**src/rtl/seq_shift_pkg.sv**
```systemverilog
// Shared definitions for the sequential MIPS shift/rotate unit.
// Optional feature macro: SEQ_SHIFT_FAST_EN (adds a four-bit step).
package seq_shift_pkg;

  // Operation encodings on the op port
  localparam logic [1:0] LO_L = 2'd0;  // logical left
  localparam logic [1:0] LO_R = 2'd1;  // logical right
  localparam logic [1:0] AL_R = 2'd2;  // arithmetic right
  localparam logic [1:0] CI_L = 2'd3;  // rotate left

  typedef enum logic {
    IDLE,
    SHIFT
  } state_t;

  localparam int unsigned FAST_STEP = 4;

endpackage

```
**src/rtl/shift_step.sv**
```systemverilog
// Combinational single step of the shift/rotate datapath.
// With SEQ_SHIFT_FAST_EN defined, four_bit selects a four-position step;
// otherwise only the one-position step exists and four_bit is ignored.
module shift_step
  import seq_shift_pkg::*;
#(
  parameter int unsigned DATA_WIDTH = 32
) (
  input  logic [DATA_WIDTH-1:0] acc,
  input  logic [1:0]            op,
  input  logic                  four_bit,
  output logic [DATA_WIDTH-1:0] acc_next
);

  logic [DATA_WIDTH-1:0] step1;

  // One-position step for each operation
  always_comb begin
    step1 = acc;
    unique case (op)
      LO_L: step1 = {acc[DATA_WIDTH-2:0], 1'b0};
      LO_R: step1 = {1'b0, acc[DATA_WIDTH-1:1]};
      AL_R: step1 = {acc[DATA_WIDTH-1], acc[DATA_WIDTH-1:1]};
      CI_L: step1 = {acc[DATA_WIDTH-2:0], acc[DATA_WIDTH-1]};
      default: step1 = acc;
    endcase
  end

`ifdef SEQ_SHIFT_FAST_EN
  logic [DATA_WIDTH-1:0] step4;

  // Four-position step: same as four one-position steps
  always_comb begin
    step4 = acc;
    unique case (op)
      LO_L: step4 = {acc[DATA_WIDTH-5:0], 4'b0000};
      LO_R: step4 = {4'b0000, acc[DATA_WIDTH-1:4]};
      AL_R: step4 = {{4{acc[DATA_WIDTH-1]}}, acc[DATA_WIDTH-1:4]};
      CI_L: step4 = {acc[DATA_WIDTH-5:0], acc[DATA_WIDTH-1:DATA_WIDTH-4]};
      default: step4 = acc;
    endcase
  end

  // Pick the step width requested by the controller
  always_comb begin
    acc_next = four_bit ? step4 : step1;
  end
`else
  logic unused_four_bit;
  assign unused_four_bit = four_bit;

  // Only the one-position step is built
  always_comb begin
    acc_next = step1;
  end
`endif

endmodule

```
**src/rtl/seq_shift_mips.sv**
```systemverilog
// Iterative shift/rotate unit with start/busy/done handshake.
// Processes one bit per cycle, or four bits per cycle while at least four
// remain when SEQ_SHIFT_FAST_EN is defined.
module seq_shift_mips
  import seq_shift_pkg::*;
#(
  parameter int unsigned DATA_WIDTH = 32,
  parameter int unsigned ADDR_WIDTH = 5
) (
  input  logic                  clk,
  input  logic                  rst,
  input  logic                  start,
  input  logic [DATA_WIDTH-1:0] data_in,
  input  logic [ADDR_WIDTH-1:0] shift_count,
  input  logic [1:0]            op,
  output logic                  busy,
  output logic                  done,
  output logic [DATA_WIDTH-1:0] data_out
);

  state_t                state_q;
  logic [DATA_WIDTH-1:0] acc_q;
  logic [ADDR_WIDTH-1:0] rem_q;
  logic [1:0]            op_q;

  logic                  four_bit;
  logic [ADDR_WIDTH-1:0] step;
  logic [ADDR_WIDTH-1:0] rem_next;
  logic [DATA_WIDTH-1:0] acc_next;

  // Choose the step size for the current cycle and the resulting remainder
  always_comb begin
`ifdef SEQ_SHIFT_FAST_EN
    four_bit = (rem_q >= ADDR_WIDTH'(FAST_STEP));
`else
    four_bit = 1'b0;
`endif
    step     = four_bit ? ADDR_WIDTH'(FAST_STEP) : ADDR_WIDTH'(1);
    rem_next = rem_q - step;
  end

  shift_step #(
    .DATA_WIDTH (DATA_WIDTH)
  ) u_shift_step (
    .acc      (acc_q),
    .op       (op_q),
    .four_bit (four_bit),
    .acc_next (acc_next)
  );

  // Control FSM with registered handshake and result outputs
  always_ff @(posedge clk or posedge rst) begin
    if (rst) begin
      state_q  <= IDLE;
      acc_q    <= '0;
      rem_q    <= '0;
      op_q     <= LO_L;
      busy     <= 1'b0;
      done     <= 1'b0;
      data_out <= '0;
    end else begin
      done <= 1'b0;
      unique case (state_q)
        IDLE: begin
          if (start) begin
            acc_q <= data_in;
            rem_q <= shift_count;
            op_q  <= op;
            if (shift_count == '0) begin
              // Zero count completes without entering SHIFT
              data_out <= data_in;
              done     <= 1'b1;
            end else begin
              busy    <= 1'b1;
              state_q <= SHIFT;
            end
          end
        end
        SHIFT: begin
          acc_q <= acc_next;
          rem_q <= rem_next;
          if (rem_next == '0) begin
            data_out <= acc_next;
            done     <= 1'b1;
            busy     <= 1'b0;
            state_q  <= IDLE;
          end
        end
        default: state_q <= IDLE;
      endcase
    end
  end

endmodule

```
**config.mk**
```make
export PLATFORM = sky130hd
export DESIGN_NAME = seq_shift_mips
export DESIGN_NICKNAME = d
export VERILOG_FILES = /design/src/rtl/seq_shift_pkg.sv /design/src/rtl/shift_step.sv /design/src/rtl/seq_shift_mips.sv
export SDC_FILE = /design/constraint.sdc
export NUM_CORES = 1
export LEC_CHECK = 0
export CAP_MARGIN = 5
export CORE_MARGIN = 2
export CORE_UTILIZATION = 24
export CTS_BUF_LIST = sky130_fd_sc_hd__clkbuf_8
export DETAILED_ROUTE_END_ITERATION = 7
export GPL_TIMING_DRIVEN = 0
export HOLD_SLACK_MARGIN = 0.06
export PLACE_DENSITY = 0.51
export REMOVE_ABC_BUFFERS = 1
export SLEW_MARGIN = 20
export SYNTH_ARGS = -nofsm -noshare
export SYNTH_HDL_FRONTEND = slang
export SYNTH_SLANG_ARGS = --single-unit
export TNS_END_PERCENT = 100
```
**constraint.sdc**
```tcl
create_clock -name clk -period 6.8 [get_ports clk]
set_clock_uncertainty 0.2 [all_clocks]
set_input_delay 1.36 -clock clk [delete_from_list [all_inputs] [get_ports clk]]
set_output_delay 1.36 -clock clk [all_outputs]
set_load 0.1 [all_outputs]
```
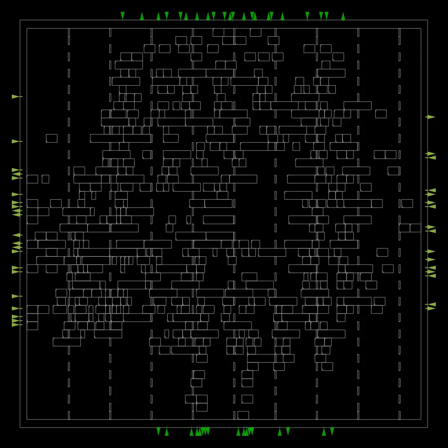
Figure 1: run 1, cell outlines without signal wires.
Non-Filler Instances: 706
Final Util: 0.312
flop share of the area: 0.346

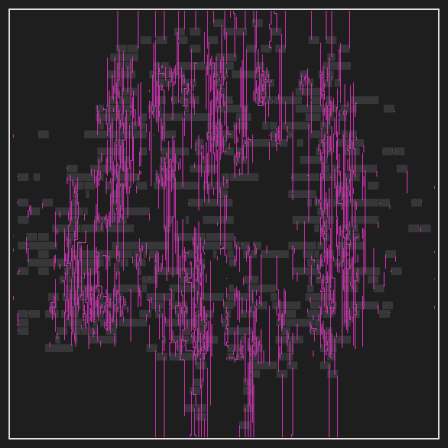
Figure 2: run 1, met2 routing.
nets with wire on the layer	446
share of all routed wire	47%
wire length on this layer	6240 um
longest straight run	48.3 um
main direction	vertical
Routed WL: 13300 um
Vias: 3738
met2 usage: 0.233

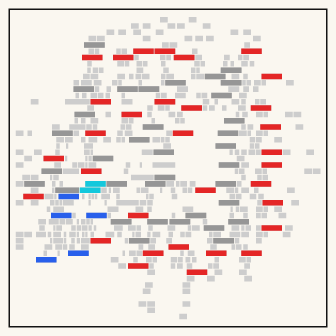
Figure 3: run 1, sequential cells grouped by signal name.
Other sequential cells in the stronger gray, the rest of the logic in the fainter gray.
netlist name	color	flops
`op_q`	cyan	2
`rem_q`	blue	5
`data_out`	red	32
not colored	35

==> flow_metrics.env, run 1 <==
# implementation run metrics
export IMPL_drive_above_1_share=0.0790
export IMPL_slew_violations=0
export IMPL_reg_largest_list="acc_q x32, data_out x32, rem_q x5"
export IMPL_clk_pin_slew_ns=0.07
export IMPL_setup_violations=0
export IMPL_flops=74
export IMPL_cts_resized=0
export IMPL_grt_use_total=0.145
export IMPL_setup_tns_ns=0
export IMPL_ctsHtreeMaxLevel=3
export IMPL_required_ns=6.84
export IMPL_tightest_slew_ns=1.03
export IMPL_ys_area_mm2=0.00419
export IMPL_inverters=10
export IMPL_critPathLaunch="start"
export IMPL_power_mw=2.93
export IMPL_cts_setup_buffers=0
export IMPL_nonClkBufAreaFrac=0.162
export IMPL_routed_wl_met2_um=6240
export IMPL_first_pass_iters=5
export IMPL_clk_share=0.0345
export IMPL_cts_tree="done"
export IMPL_rows=48
export IMPL_cp_top_family="simple AND/OR/NAND/NOR gates"
export IMPL_startpoint_type="input pin"
export IMPL_synth_warnings=0
export IMPL_relSlewSlack=0.314
export IMPL_yosys_stat_seqShare=0.442
export IMPL_sh_comb_area=0.398
export IMPL_dr_wl_met3_um=796
export IMPL_layout_top_cells="clkdlybuf4s50_1 (74), dfrtp_1 (73), a211oi_1 (55), a21oi_1 (32), mux2i_1 (31)"
export IMPL_ant_nets=0
export IMPL_antenna_cells=0
export IMPL_power_density_mw_per_mm2=546
export IMPL_outcome="finished clean"
export IMPL_max_freq_ghz=0.222
export IMPL_dominant_cells="multi-input combinational cells"
export IMPL_crit_end="data_out[0]"
export IMPL_p_leak_nw=2.09
export IMPL_crit_cells=5
export IMPL_lay_top_count="clkdlybuf4s50_1"
export IMPL_critPathMaxStageDelay_ns=0.83
export IMPL_core_area_mm2=0.0172
export IMPL_yosysUniqueCellTypes=36
export IMPL_gp_congestion=0.737
export IMPL_netlist_instances=428
export IMPL_fin_crit_ns=4.51
export IMPL_grt_pass1_wl_um=20900
export IMPL_hp_start="acc_q[0]"
export IMPL_netlist_area_mm2=0.00419
export IMPL_grt_util_met3=0.0399
export IMPL_holdPathStages=1
export IMPL_die_w_um=136
export IMPL_rsz0062_at_grt="false"
export IMPL_drt_first_iter_violations=284
export IMPL_cts_sinks=74
export IMPL_grt_overflow=0
export IMPL_avgRoutedWirePerCell_um=18.8
export IMPL_finalCritPeriodShare=0.664
export IMPL_fill_cells=1801
export IMPL_nMultiInputCombCells=299
export IMPL_buffers_excl_clock=83
export IMPL_die_y_um=136
export IMPL_hpwl_um=8120
export IMPL_hold_ws_ns=0.308
export IMPL_grt_max_degree=80
export IMPL_crit_type="in2reg"
export IMPL_ctsHoldBuffers=0
export IMPL_cts_buffers=9
export IMPL_critPathBufInv=1
export IMPL_place_area_mm2=0.00518
export IMPL_reg2regPathDepth=6
export IMPL_tap_cells=225
export IMPL_timing_rr_end="data_out[14]"
export IMPL_r2r_slack_ns=3.80
export IMPL_nets=521
export IMPL_dieArea_mm2=0.0185
export IMPL_place_ws_ns=1.97
export IMPL_dp_cells=691
export IMPL_cts_root_buf="clkbuf_8"
export IMPL_vias_per_cell=5.29
export IMPL_crit_fanout=66
export IMPL_grt_pass1_vias=3800
export IMPL_worst_setup_path_end_kind="register"
export IMPL_cp_arrival_ns=4.56
export IMPL_r2r_start="rem_q[1]"
export IMPL_yosysCellCount=428
export IMPL_synth_flops=74
export IMPL_ios=76
export IMPL_hold_path_class="reg2reg"
export IMPL_busiest_layer="met2"
export IMPL_regArea_mm2=0.00186
export IMPL_fin_ws_ns=2.29
export IMPL_cts_max_path_buffers=2
export IMPL_highest_layer="met4"
export IMPL_use_met1=0.191
export IMPL_drv_cap=0
export IMPL_warnings=26
export IMPL_combGateArea_mm2=0.00213
export IMPL_area_delta_synth_final_pct=28.2
export IMPL_syn_avg_cell_area_um2=9.78
export IMPL_postLayoutCellArea_mm2=0.00537
export IMPL_n_clock_buffer=10
export IMPL_wl_met1_um=6130
export IMPL_min_to="acc_q[0]"
export IMPL_irDropWorstVdd_v=0.000380
export IMPL_clkLatencyLatePin_ns=0.36
export IMPL_drc=0
export IMPL_fp_utilization=0.244
export IMPL_io_buffers=75
export IMPL_crit_chain="buf_4 -> nor2b_4 -> nand2_2 -> a22oi_1 -> mux2_2"
export IMPL_antenna_found_initial=0
export IMPL_cpMaxStageDelayCell="nor2b_4"
export IMPL_hold_viol=0
run 1: cells in the mapped netlist:
master | count | area, um2
dfrtp_1 | 74 | 1850
a211oi_1 | 55 | 413
a21oi_1 | 32 | 160
clkbuf_1 | 32 | 120
mux2i_1 | 31 | 310
nor2b_1 | 30 | 188
nor4_1 | 29 | 181
a311oi_1 | 28 | 245
and3_1 | 28 | 175
nand2_1 | 17 | 63.8
inv_1 | 9 | 33.8
o21ai_0 | 9 | 45.0
buf_2 | 7 | 35.0
mux2_2 | 6 | 67.6
nor2_1 | 6 | 22.5
buf_1 | 3 | 11.3
buf_6 | 3 | 33.8
nand4_1 | 3 | 18.8
o221ai_1 | 3 | 26.3
a22oi_1 | 2 | 15.0
ha_1 | 2 | 25.0
nand3_1 | 2 | 10.0
o211a_1 | 2 | 20.0
or3_1 | 2 | 12.5
xor2_1 | 2 | 17.5
a21o_1 | 1 | 7.51
a31oi_1 | 1 | 6.26
a41oi_1 | 1 | 8.76
and4_1 | 1 | 8.76
and4_4 | 1 | 11.3
inv_2 | 1 | 3.75
nor3b_1 | 1 | 7.51
o21a_1 | 1 | 7.51
o31a_1 | 1 | 8.76
or2_1 | 1 | 6.26
or4_1 | 1 | 7.51
run 1: kinds of logic (layout without fill, tap and decap cells):
kind of cell	Yosys count	after routing	synth area share
AND/OR/NAND/NOR	122	122	0.170
XOR/XNOR	2	2	0.00418
flip-flops	74	74	0.442
buffers and inverters	55	108	0.0568
adder cells (fa/ha/maj)	2	2	0.00598
AND-OR/OR-AND	136	136	0.230
multiplexers	37	37	0.0903
run 1: report_power, final:
part           internal, mW  switching, mW  leakage [nW]
registers             0.649          0.224         0.810
logic                 0.597           1.11          1.17
clock network         0.174          0.177         0.105
Figure 4. Placement density heat map (run 1).
The die is cut into 14 by 14 equal tiles; white is low, dark blue is high, 0 to 100% covered.
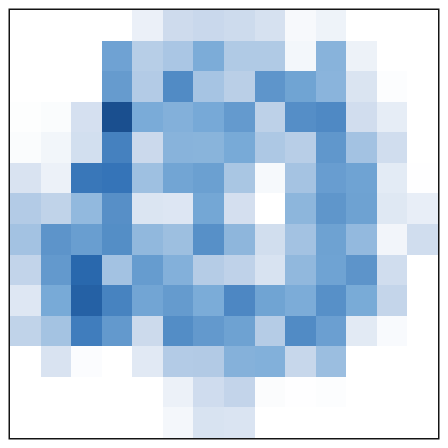

## Run 2: what changed since run 1
- PLACE_DENSITY: 0.51 -> 0.52
- clock period: 6.8 -> 3.6 ns (I/O delays scaled with it)
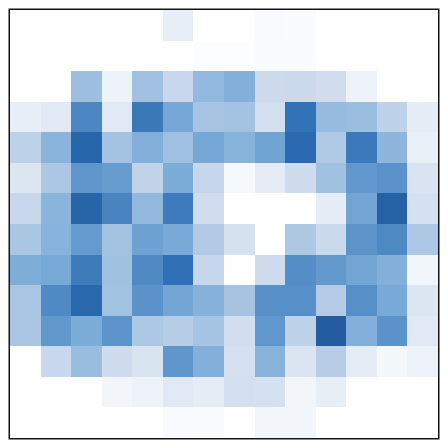
Figure 5: run 2, placement density heat map.
The die is cut into 14 by 14 equal tiles; white is low, dark blue is high, 0 to 100% covered.
mean over tiles	27%
fullest tile	82%
nearly empty tiles	25%
densest ninth of the die	left middle

==> run 2 against run 1 <==
  * Routed wire length is essentially flat
  * Critical path type unchanged
  * Highest routed layer unchanged
  * First-iteration DRC count shrank 17%
  * Largest power group unchanged
  * Critical endpoint unchanged
  * Critical path depth rose by 1
  * Sequential cell count stayed put
==> flow_metrics.env, run 2 <==
# implementation run metrics
export IMPL_highest_layer="met4"
export IMPL_top_cells_by_area="dfrtp_1 (44%), a211oi_1 (9.9%), mux2i_1 (7.4%)"
export IMPL_outcome="finished clean"
export IMPL_area_delta_synth_final_pct=27.5
export IMPL_crit_chain="clkdlybuf4s50_1 -> nor4_2 -> buf_2 -> nand2_2 -> a22oi_1 -> mux2_2"
export IMPL_r2r_slack_ns=0.57
export IMPL_yosys_stat_seqShare=0.442
export IMPL_drt_first_iter_violations=237
export IMPL_finalCritPeriodShare=0.900
export IMPL_hpwl_um=8110
export IMPL_grt_max_degree=70
export IMPL_setup_violations=0
export IMPL_grt_pass1_vias=3915
export IMPL_holdPathStages=1
export IMPL_vias_per_cell=5.25
export IMPL_required_ns=3.65
export IMPL_irDropWorstVdd_v=0.000515
export IMPL_drc=0
export IMPL_hp_start="data_out[31]"
export IMPL_rsz0062_at_grt="false"
export IMPL_dieArea_mm2=0.0185
export IMPL_antenna_cells=0
export IMPL_reg2regPathDepth=6
export IMPL_ant_nets=0
export IMPL_fin_ws_ns=0.361
export IMPL_met2_usage=0.240
export IMPL_cts_tree="done"
export IMPL_synth_warnings=0
export IMPL_wl_met1_um=6130
export IMPL_most_common_cell="dfrtp_1"
export IMPL_p_leak_nw=2.08
export IMPL_power_mw=5.39
export IMPL_dr_wl_met3_um=929
export IMPL_reg_largest_list="acc_q x32, data_out x32, rem_q x5"
export IMPL_ctsHtreeMaxLevel=3
export IMPL_nets=521
export IMPL_first_pass_iters=5
export IMPL_fp_utilization=0.244
export IMPL_warnings=26
export IMPL_relSlewSlack=0.326
export IMPL_critPathMaxStageDelay_ns=0.63
export IMPL_top_area_cell="dfrtp_1"
export IMPL_crit_fanout=29
export IMPL_netlist_instances=428
export IMPL_ios=76
export IMPL_io_buffers=75
export IMPL_core_area_mm2=0.0172
export IMPL_die_w_um=136
export IMPL_yosysCellCount=428
export IMPL_antenna_found_initial=0
export IMPL_clk_pin_slew_ns=0.08
export IMPL_layout_top_cells="clkdlybuf4s50_1 (74), dfrtp_1 (73), a211oi_1 (55), a21oi_1 (32), mux2i_1 (31)"
export IMPL_cp_top_family="simple AND/OR/NAND/NOR gates"
export IMPL_combGateArea_mm2=0.00213
export IMPL_fill_cells=1799
export IMPL_yosysUniqueCellTypes=36
export IMPL_cts_sinks=74
export IMPL_ys_area_mm2=0.00419
export IMPL_regArea_mm2=0.00186
export IMPL_cts_resized=0
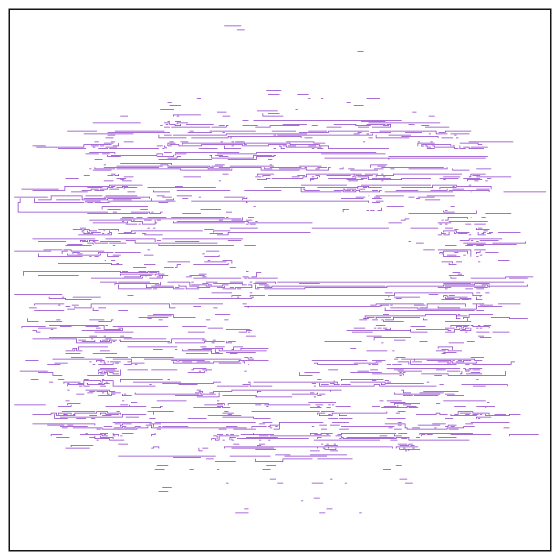
Figure 6: run 2, met1 routing.
wire length on this layer	6130 um
share of all routed wire	46%
main direction	horizontal
Vias: 3710
Routed WL: 13300 um
M1 GR Usage: 0.200

## run 2: final cells by class
cell class | instances | area share
multi-input cells | 299 | 0.400
inverters | 10 | 0.00750
repair buffers | 83 | 0.162
well taps | 225 | 0.0527
clock inverters | 6 | 0.00492
flip-flops and latches | 74 | 0.348
clock buffers | 10 | 0.0258
## run 2: logic make-up (layout without fill, tap and decap cells)
| family | Yosys count | in the layout | share of synthesized area |
|---|---|---|---|
| buf+inv | 55 | 109 | 0.0568 |
| xor+xnor | 2 | 2 | 0.00418 |
| compound gates | 136 | 136 | 0.230 |
| flops | 74 | 74 | 0.442 |
| mux | 37 | 37 | 0.0903 |
| fa+ha+maj | 2 | 2 | 0.00598 |
| simple gates | 122 | 122 | 0.170 |
## run 2: stage by stage
stage               setup TNS (ns)  area [um2]  utilization  hold slack [ns]
floorplan                   -22.08        3990            -            0.279
global placement           -255.85        5020        0.292            0.293
detailed placement          -0.159        5170        0.301            0.300
CTS                              0        5340        0.311            0.322
global route                     0        5340        0.311            0.341
finish                           0        5340        0.311            0.320
## run 2: how the worst min path moves through the flow
| stage | end | slack, ns |
|---|---|---|
| 2_1_floorplan | acc_q[0] | 0.28 |
| 3_3_place_gp | data_out[0] | 0.29 |
| 3_5_place_dp | data_out[31] | 0.30 |
| 4_1_cts | data_out[31] | 0.32 |
| 5_1_grt | acc_q[0] | 0.34 |
| 6_report | data_out[31] | 0.32 |
## run 2: report_power, final
part / internal, mW / leakage (nW) / switching (mW)
sequential: 1.23 / 0.810 / 0.408
combinational: 1.08 / 1.17 / 2.09
clock: 0.259 / 0.0996 / 0.325
total: 2.57 / 2.08 / 2.82
## Run 3: what changed since run 2
- CTS_CLUSTER_SIZE: not set -> 16
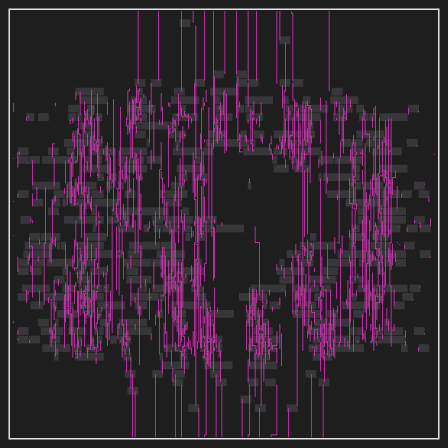
Figure 7: run 3, met2 routing.
met2 usage: 0.240

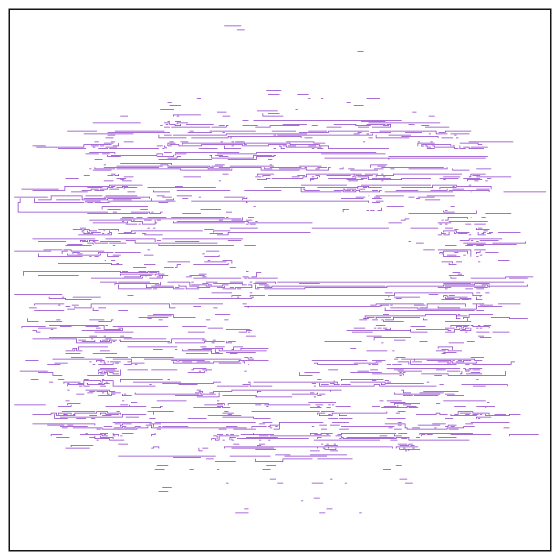
Figure 8: run 3, met1 routing.
wire length on this layer	6130 um
longest straight run	62.1 um
share of all routed wire	46%

==> run 3 against run 2 <==
  * Combinational power is essentially flat
  * Total power is the same
  * Clock power barely moved
  * Clock-buffer cell count did not move
  * Synthesized cell count did not move
  * Critical endpoint unchanged
  * First-iteration DRC count stayed put
  * Design area unchanged
  * Utilization is the same
  * Global-route usage unchanged
  * Sequential share of layout area is the same
  * Worst setup slack unchanged
==> flow_metrics.env, run 3 <==
# implementation run metrics
export IMPL_tightest_slew_ns=1.01
export IMPL_hold_viol=0
export IMPL_busiest_layer="met2"
export IMPL_cts_setup_buffers=0
export IMPL_dp_cells=691
export IMPL_crit_fanout=29
export IMPL_relSlewSlack=0.326
export IMPL_gp_congestion=0.710
export IMPL_postLayoutCellArea_mm2=0.00534
export IMPL_most_common_cell="dfrtp_1"
export IMPL_wl_um=13300
export IMPL_r2r_slack_ns=0.57
export IMPL_top_cells_by_area="dfrtp_1 (44%), a211oi_1 (9.9%), mux2i_1 (7.4%)"
export IMPL_yosys_stat_seqShare=0.442
export IMPL_ant_nets=0
export IMPL_setup_tns_ns=0
export IMPL_avgRoutedWirePerCell_um=18.8
export IMPL_drv_cap=0
export IMPL_ios=76
export IMPL_reg2regPathDepth=6
export IMPL_fill_cells=1799
export IMPL_power_mw=5.39
export IMPL_common_cells="dfrtp_1 (74), a211oi_1 (55), a21oi_1 (32), clkbuf_1 (32), mux2i_1 (31)"
export IMPL_syn_avg_cell_area_um2=9.78
export IMPL_cts_tree="done"
export IMPL_critPathLaunch="shift_count[3]"
export IMPL_warnings=26
export IMPL_crit_end="data_out[0]"
export IMPL_top_area_cell="dfrtp_1"
export IMPL_ctsHtreeMaxLevel=3
export IMPL_critPathMaxStageDelay_ns=0.63
export IMPL_grt_pass1_wl_um=21100
export IMPL_required_ns=3.65
export IMPL_crit_cells=6
export IMPL_startpoint_type="input pin"
export IMPL_io_buffers=75
export IMPL_hold_ws_ns=0.320
export IMPL_critPathBufInv=2
export IMPL_cts_sinks=74
export IMPL_fin_ws_ns=0.361
export IMPL_ys_area_mm2=0.00419
export IMPL_antenna_cells=0
export IMPL_die_w_um=136
export IMPL_worst_setup_path_end_kind="register"
export IMPL_cts_max_path_buffers=2
export IMPL_grt_use_total=0.148
export IMPL_drt_first_iter_violations=237
export IMPL_yosysTopAreaCellShare=0.442
export IMPL_grt_util_met3=0.0380
export IMPL_synth_warnings=0
export IMPL_grt_pass1_vias=3915
export IMPL_crit_chain="clkdlybuf4s50_1 -> nor4_2 -> buf_2 -> nand2_2 -> a22oi_1 -> mux2_2"
export IMPL_fp_utilization=0.244
export IMPL_cp_arrival_ns=3.29
export IMPL_first_pass_iters=5
export IMPL_ctsHoldBuffers=0
export IMPL_drive_above_1_share=0.0788
export IMPL_reg_largest_list="acc_q x32, data_out x32, rem_q x5"
export IMPL_layout_top_cells="clkdlybuf4s50_1 (74), dfrtp_1 (73), a211oi_1 (55), a21oi_1 (32), mux2i_1 (31)"
export IMPL_use_met1=0.200
export IMPL_clk_pin_slew_ns=0.08
export IMPL_area_delta_synth_final_pct=27.5
export IMPL_irDropWorstVdd_v=0.000515
export IMPL_netlist_instances=428
export IMPL_crit_type="in2reg"
export IMPL_fin_util=0.311
export IMPL_cp_top_family="simple AND/OR/NAND/NOR gates"
export IMPL_yosysCellCount=428
export IMPL_hold_path_class="reg2reg"
export IMPL_lay_top_count="clkdlybuf4s50_1"
export IMPL_yosysUniqueCellTypes=36
export IMPL_cpMaxStageDelayCell="a22oi_1"
export IMPL_vias_per_cell=5.25
export IMPL_finalCritPeriodShare=0.900
export IMPL_drc=0
export IMPL_outcome="finished clean"
export IMPL_antenna_found_initial=0
export IMPL_p_leak_nw=2.08
export IMPL_r2r_start="rem_q[1]"
export IMPL_async_flop_share=1.00
export IMPL_enable_flop_cells=0
export IMPL_place_ws_ns=-0.0814
export IMPL_setup_violations=0
export IMPL_ff_type="dfrtp_1"
export IMPL_vias=3710
export IMPL_clkLatencyLatePin_ns=0.36
export IMPL_grt_overflow=0
export IMPL_timing_rr_end="data_out[4]"
export IMPL_power_density_mw_per_mm2=1010
export IMPL_cts_buffers=9
export IMPL_netlist_area_mm2=0.00419
export IMPL_rsz0062_at_grt="false"
export IMPL_hpwl_um=8110
export IMPL_rows=48
export IMPL_cts_resized=0
export IMPL_die_y_um=136
export IMPL_grt_max_degree=70
export IMPL_place_area_mm2=0.00517
export IMPL_holdPathStages=1
export IMPL_nets=521
export IMPL_core_area_mm2=0.0172
export IMPL_synth_flops=74
export IMPL_dieArea_mm2=0.0185
run 3: cell families (layout without fill, tap and decap cells):
group / after synthesis / after routing / share of synthesized area
DFF: 74 / 74 / 0.442
adders and majority gates: 2 / 2 / 0.00598
buffers and inverters: 55 / 109 / 0.0568
xor gates and xnor gates: 2 / 2 / 0.00418
and+or+nand+nor: 122 / 122 / 0.170
muxes: 37 / 37 / 0.0903
AOI/OAI and AO/OA: 136 / 136 / 0.230
run 3: area by class of cell:
type,count,area (um2),share of cell area
Timing Repair Buffer,83,863,0.162
Multi-Input combinational cell,299,2130,0.400
Clock buffer,10,138,0.0258
Sequential cell,74,1860,0.348
Clock inverter,6,26.3,0.00492
Tap cell,225,282,0.0527
Inverter,10,40.0,0.00750
run 3: how the worst min path moves through the flow:
| stage | startpoint | endpoint |
|---|---|---|
| floorplan | acc_q[0] | acc_q[0] |
| global placement | data_out[0] | data_out[0] |
| detailed placement | data_out[31] | data_out[31] |
| CTS | data_out[31] | data_out[31] |
| global route | acc_q[0] | acc_q[0] |
| finish | data_out[31] | data_out[31] |
run 3: layer usage:
layer	up-vias	routed length, um
met5	-	0
met4	0	50
met3	5	929
met2	137	6140
met1	1810	6130
li1	1758	-
run 3: power by group:
group	internal [mW]	switching (mW)	total [mW]
sequential	1.23	0.408	1.63
clock	0.259	0.325	0.583
combinational	1.08	2.09	3.17
No activity file was given, so power comes from the tool's default toggle rates.
